### Supply network

Drawn at 10 px/µm. Pins as bars on the die edge. Tap cells in gray.
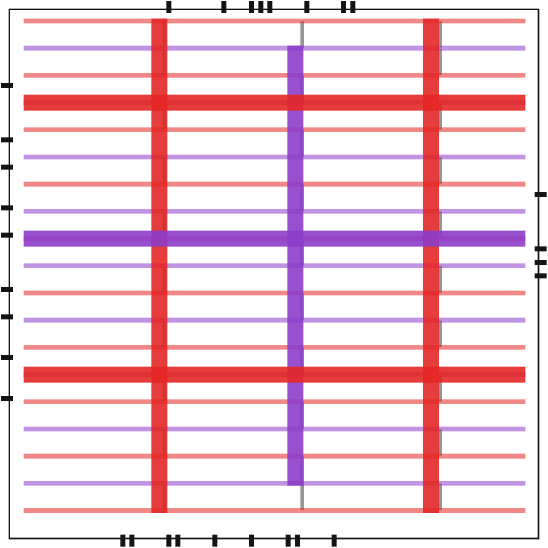
### Cells colored by class

Drawn at 10 px/µm. Fill, decap, tap and diode cells in gray.
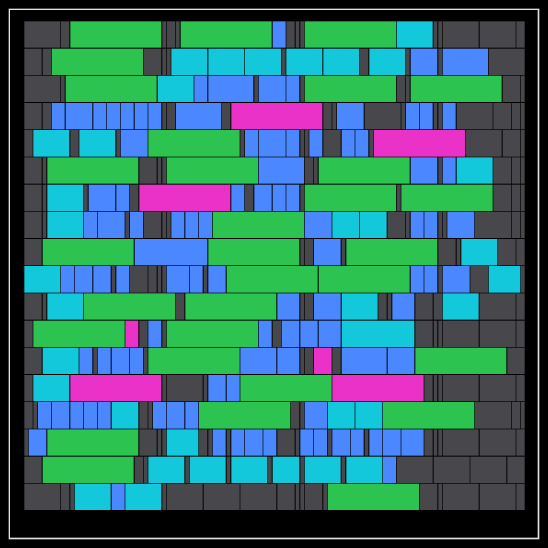
### Clock distribution

Drawn at 8 px/µm.
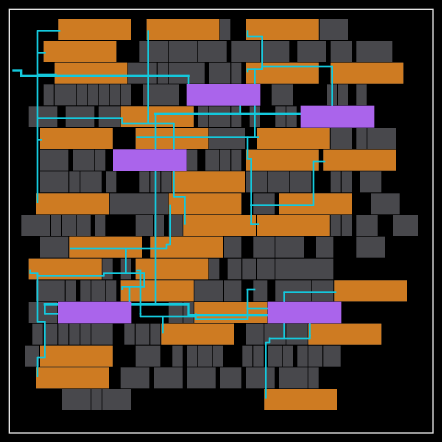
### Routed metal, one color a layer

Drawn at 10 px/µm.
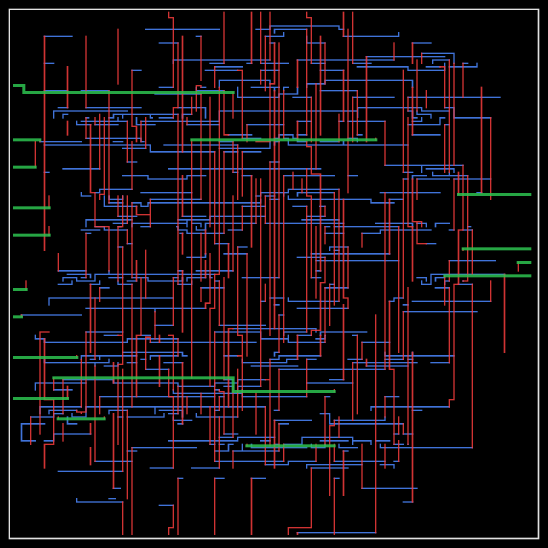
### config.mk
export PLATFORM = sky130hd
export DESIGN_NAME = serial_subtractor_flat
export DESIGN_NICKNAME = d
export VERILOG_FILES = /design/src/rtl/serial_subtractor_pkg.sv /design/src/rtl/serial_subtractor_if.sv /design/src/rtl/full_subtractor.sv /design/src/rtl/serial_subtractor.sv /design/src/flat_wrapper.sv
export SDC_FILE = /design/constraint.sdc
export NUM_CORES = 1
export LEC_CHECK = 0
export ABC_CLOCK_PERIOD_IN_PS = 1710
export CORE_UTILIZATION = 53
export CTS_BUF_LIST = sky130_fd_sc_hd__clkbuf_16
export DETAILED_ROUTE_END_ITERATION = 10
export PLACE_DENSITY = 0.83
export SLEW_MARGIN = 20
export SYNTH_ARGS = -nofsm -noshare
export SYNTH_HDL_FRONTEND = slang
export SYNTH_SLANG_ARGS = --single-unit
### constraint.sdc
create_clock -name iCLK -period 1.71 [get_ports iCLK]
set_input_delay 0.342 -clock iCLK [delete_from_list [all_inputs] [get_ports iCLK]]
set_output_delay 0.342 -clock iCLK [all_outputs]
set_load 0.02 [all_outputs]
### src/rtl/serial_subtractor_pkg.sv
// rtl/serial_subtractor_pkg.sv - shared state encoding and default width for the serial subtractor
package serial_arith_pkg;

    localparam int DEF_WIDTH = 8;

    typedef enum logic [1:0] {
        IDLE  = 2'd0,
        SHIFT = 2'd1,
        DONE  = 2'd2
    } state_t;

endpackage

### src/rtl/serial_subtractor_if.sv
// rtl/serial_subtractor_if.sv - start/busy/done handshake and operand/result bundle
interface serial_subtractor_if
    import serial_arith_pkg::*;
#(
    parameter int WIDTH = DEF_WIDTH
) ();

    logic             iSTART;
    logic [WIDTH-1:0] iA;
    logic [WIDTH-1:0] iB;
    logic [WIDTH-1:0] oDIFF;
    logic             oBORROW;
    logic             oBUSY;
    logic             oDONE;

    modport master (
        output iSTART, iA, iB,
        input  oDIFF, oBORROW, oBUSY, oDONE
    );

    modport slave (
        input  iSTART, iA, iB,
        output oDIFF, oBORROW, oBUSY, oDONE
    );

endinterface

### src/rtl/full_subtractor.sv
// rtl/full_subtractor.sv - one-bit combinational full-subtractor cell
module full_subtractor (
    input  logic iX,
    input  logic iY,
    input  logic iBIN,
    output logic oDIFF,
    output logic oBOUT
);

    assign oDIFF = iX ^ iY ^ iBIN;
    assign oBOUT = (~iX & iY) | (~(iX ^ iY) & iBIN);

endmodule

### src/rtl/serial_subtractor.sv
// rtl/serial_subtractor.sv - bit-serial A-B, LSB first, one bit per clock behind start/busy/done
module serial_subtractor
    import serial_arith_pkg::*;
#(
    parameter int WIDTH = DEF_WIDTH
) (
    input  logic                iCLK,
    input  logic                iRST,
    serial_subtractor_if.slave  bus
);

    localparam int CNT_W = $clog2(WIDTH + 1);

    state_t             state_q, state_d;
    logic [CNT_W-1:0]   cnt_q, cnt_d;
    logic [WIDTH-1:0]   a_q, a_d;
    logic [WIDTH-1:0]   b_q, b_d;
    logic [WIDTH-1:0]   diff_q, diff_d;
    logic               bin_q, bin_d;

    logic               cell_diff;
    logic               cell_bout;

    full_subtractor u_cell (
        .iX    (a_q[0]),
        .iY    (b_q[0]),
        .iBIN  (bin_q),
        .oDIFF (cell_diff),
        .oBOUT (cell_bout)
    );

    always_comb begin
        state_d = state_q;
        cnt_d   = cnt_q;
        a_d     = a_q;
        b_d     = b_q;
        diff_d  = diff_q;
        bin_d   = bin_q;
        case (state_q)
            IDLE: begin
                if (bus.iSTART) begin
                    a_d     = bus.iA;
                    b_d     = bus.iB;
                    diff_d  = '0;
                    bin_d   = 1'b0;
                    cnt_d   = '0;
                    state_d = SHIFT;
                end
            end
            SHIFT: begin
                // Result fills from the top so the LSB lands at bit 0 after WIDTH shifts.
                a_d    = a_q >> 1;
                b_d    = b_q >> 1;
                diff_d = {cell_diff, diff_q[WIDTH-1:1]};
                bin_d  = cell_bout;
                cnt_d  = cnt_q + CNT_W'(1);
                if (cnt_q == CNT_W'(WIDTH - 1)) begin
                    state_d = DONE;
                end
            end
            DONE: begin
                state_d = IDLE;
            end
            default: begin
                state_d = IDLE;
            end
        endcase
    end

    always_ff @(posedge iCLK or posedge iRST) begin
        if (iRST) begin
            state_q <= IDLE;
            cnt_q   <= '0;
            a_q     <= '0;
            b_q     <= '0;
            diff_q  <= '0;
            bin_q   <= 1'b0;
        end else begin
            state_q <= state_d;
            cnt_q   <= cnt_d;
            a_q     <= a_d;
            b_q     <= b_d;
            diff_q  <= diff_d;
            bin_q   <= bin_d;
        end
    end

    // The borrow flop is only reloaded on an accepted start, so it doubles as the held borrow-out.
    assign bus.oDIFF   = diff_q;
    assign bus.oBORROW = bin_q;
    assign bus.oBUSY   = (state_q == SHIFT);
    assign bus.oDONE   = (state_q == DONE);

endmodule

### src/flat_wrapper.sv
// flat-port wrapper written by rule: the top's interface ports become plain ports
module serial_subtractor_flat import serial_arith_pkg::*;
#(
    parameter int WIDTH = DEF_WIDTH
)
  (iCLK, iRST, bus_iSTART, bus_iA, bus_iB, bus_oDIFF, bus_oBORROW, bus_oBUSY, bus_oDONE);
  serial_subtractor_if #(.WIDTH(WIDTH)) bus_i ();
  input  logic iCLK;
  input  logic iRST;
  input wire logic [$bits(bus_i.iSTART)-1:0] bus_iSTART;
  input wire logic [$bits(bus_i.iA)-1:0] bus_iA;
  input wire logic [$bits(bus_i.iB)-1:0] bus_iB;
  output wire logic [$bits(bus_i.oDIFF)-1:0] bus_oDIFF;
  output wire logic [$bits(bus_i.oBORROW)-1:0] bus_oBORROW;
  output wire logic [$bits(bus_i.oBUSY)-1:0] bus_oBUSY;
  output wire logic [$bits(bus_i.oDONE)-1:0] bus_oDONE;
  assign bus_i.iSTART = bus_iSTART;
  assign bus_i.iA = bus_iA;
  assign bus_i.iB = bus_iB;
  assign bus_oDIFF = bus_i.oDIFF;
  assign bus_oBORROW = bus_i.oBORROW;
  assign bus_oBUSY = bus_i.oBUSY;
  assign bus_oDONE = bus_i.oDONE;
  serial_subtractor #(.WIDTH(WIDTH)) u_core (.iCLK(iCLK), .iRST(iRST), .bus(bus_i));
endmodule
==> metrics.log <==
[flow] collecting metrics
INFO  metric outcome = finished, violations left
INFO  metric yosys_register_bits = 31
INFO  metric met3_usage = 6.96%
INFO  metric sequential_cell_area = 776 µm²
INFO  metric clkCellAreaFrac = 7.33%
INFO  metric clock-root-buffer = sky130_fd_sc_hd__clkbuf_16
INFO  metric wl_met2 = 1500 µm
INFO  metric synthesis.nets = 158
INFO  metric floorplan.initialDensity = 55.7%
INFO  metric number_of_logged_tool_warnings = 26
INFO  metric cts_tree = yes
INFO  metric first_pass_grt_wire_length = 4640 µm
INFO  metric post_synthesis_cell_count_from_yosys = 137
INFO  metric gpl.final_weighted_congestion = 0.747
INFO  metric finalSetupViolations = 0
INFO  metric cp-end-kind = output port
INFO  metric yosys_warnings = 0
INFO  metric top_area_cell_class = sequential cells
INFO  metric clock_path_buffers = 2
INFO  metric timing.reg2reg.setup_slack = 0.32 ns
INFO  metric final_standard_cell_count_with_taps_included_and_fillers_excluded = 202
INFO  metric m1WireLength = 1200 µm
INFO  metric rr_startpoint = u_core.state_q[1]
INFO  metric well_tap_count = 30
INFO  metric worstReg2RegEnd = u_core.cnt_q[3]
INFO  metric detail_route.vias_per_cell = 5.37
INFO  metric tns = 0 ns
INFO  metric drtIter0Drc = 21
INFO  metric comb-power = 1.30 mW
INFO  metric dominant_power_group = combinational logic
INFO  metric async_flop_share = 100%
INFO  metric yosys_most_used_dff = sky130_fd_sc_hd__dfrtp_1
INFO  metric r2r_cells = 5
INFO  metric yosys.area.top_type = sky130_fd_sc_hd__dfrtp_1
INFO  metric synth_top_cell_by_count = sky130_fd_sc_hd__nand2_1
INFO  metric netSwitchingFraction = 36.4%
INFO  metric clkSinkCount = 31
INFO  metric num_io_pins = 30
INFO  metric drc = 1
INFO  metric slew_headroom = 74.5%
INFO  metric lay_top_cells = sky130_fd_sc_hd__nand2_1 (53), sky130_fd_sc_hd__dfrtp_1 (31), sky130_fd_sc_hd__clkdlybuf4s50_1 (27)
INFO  metric signal_buffer_area_fraction = 19.3%
INFO  metric finish.utilization = 74.4%
INFO  metric logic_area = 512 µm²
INFO  metric top_layer_used = met3
INFO  metric placement.io_buffers = 29
INFO  metric hold-worst-slack = 0.454 ns
INFO  metric violations_in_the_final_reports = DRC
INFO  metric worstSetupStartpoint = u_core.state_q[1]
INFO  metric combAreaFraction = 28.0%
INFO  metric die_area = 2790 µm²
INFO  metric largest_net_degree_at_the_start_of_global_routing = 32
INFO  metric wl_met3 = 131 µm
Back to the opening pictures, 'Supply network':
red -> VSS
purple -> VDD
met1 rails = 19
tap cells = 30
met5 straps = 3
met4 straps = 3
chip height: 52.8 µm
core footprint: 2450 µm²
Worst IR Drop VDD: 1620 µV
Horiz. Die Dim: 52.8 µm

Back to the opening pictures, 'Cells colored by class':
magenta -> clock drivers and dummy loads  # cells 7, share of their area 7.5%
blue -> combinational and other logic  # cells 98, share of their area 29%
green -> sequential cells  # cells 31, share of their area 43%
cyan -> remaining buffers and delay cells  # cells 36, share of their area 20%
register share of the cell area: 42.5%
finished layout cell area: 1830 µm²

Back to the opening pictures, 'Clock distribution':
cyan -> clock wires  # length 376 µm
purple -> clock drivers  # count 5
orange -> flip-flops  # count 31
routed clock nets = 6

Back to the opening pictures, 'Routed metal, one color a layer':
blue -> metal 1  # wire length 1200 µm
green -> metal 3  # wire length 132 µm
red -> metal 2  # wire length 1500 µm
total wire length after detailed routing: 2830 µm
DR vias: 1085
GR Util All Layers: 23.7%
average wire per standard cell: 14.0 µm

## worst max-delay path, cell delays in order (launching register included)
cell	delay (ns)
sky130_fd_sc_hd__dfrtp_1	0.41
sky130_fd_sc_hd__nand2b_1	0.21
sky130_fd_sc_hd__inv_4	0.07
sky130_fd_sc_hd__dlygate4sd2_1	0.33
## kinds of logic after synthesis
logic type               synth area share (%)
AND/OR/NAND/NOR                          18.7
buffers and inverters                    5.77
AND-OR/OR-AND                            15.7
multiplexers                            0.733
adder cells (fa/ha/maj)                  2.38
flip-flops                               56.8
## flip-flops by register name, summed over array words and instances, names as in the netlist
register	flops
u_core.b_q	8
u_core.bus.oBORROW	1
u_core.bus.oDIFF	8
u_core.a_q	8
u_core.state_q	2
u_core.cnt_q	4
Power and IR drop assume default switching activity.
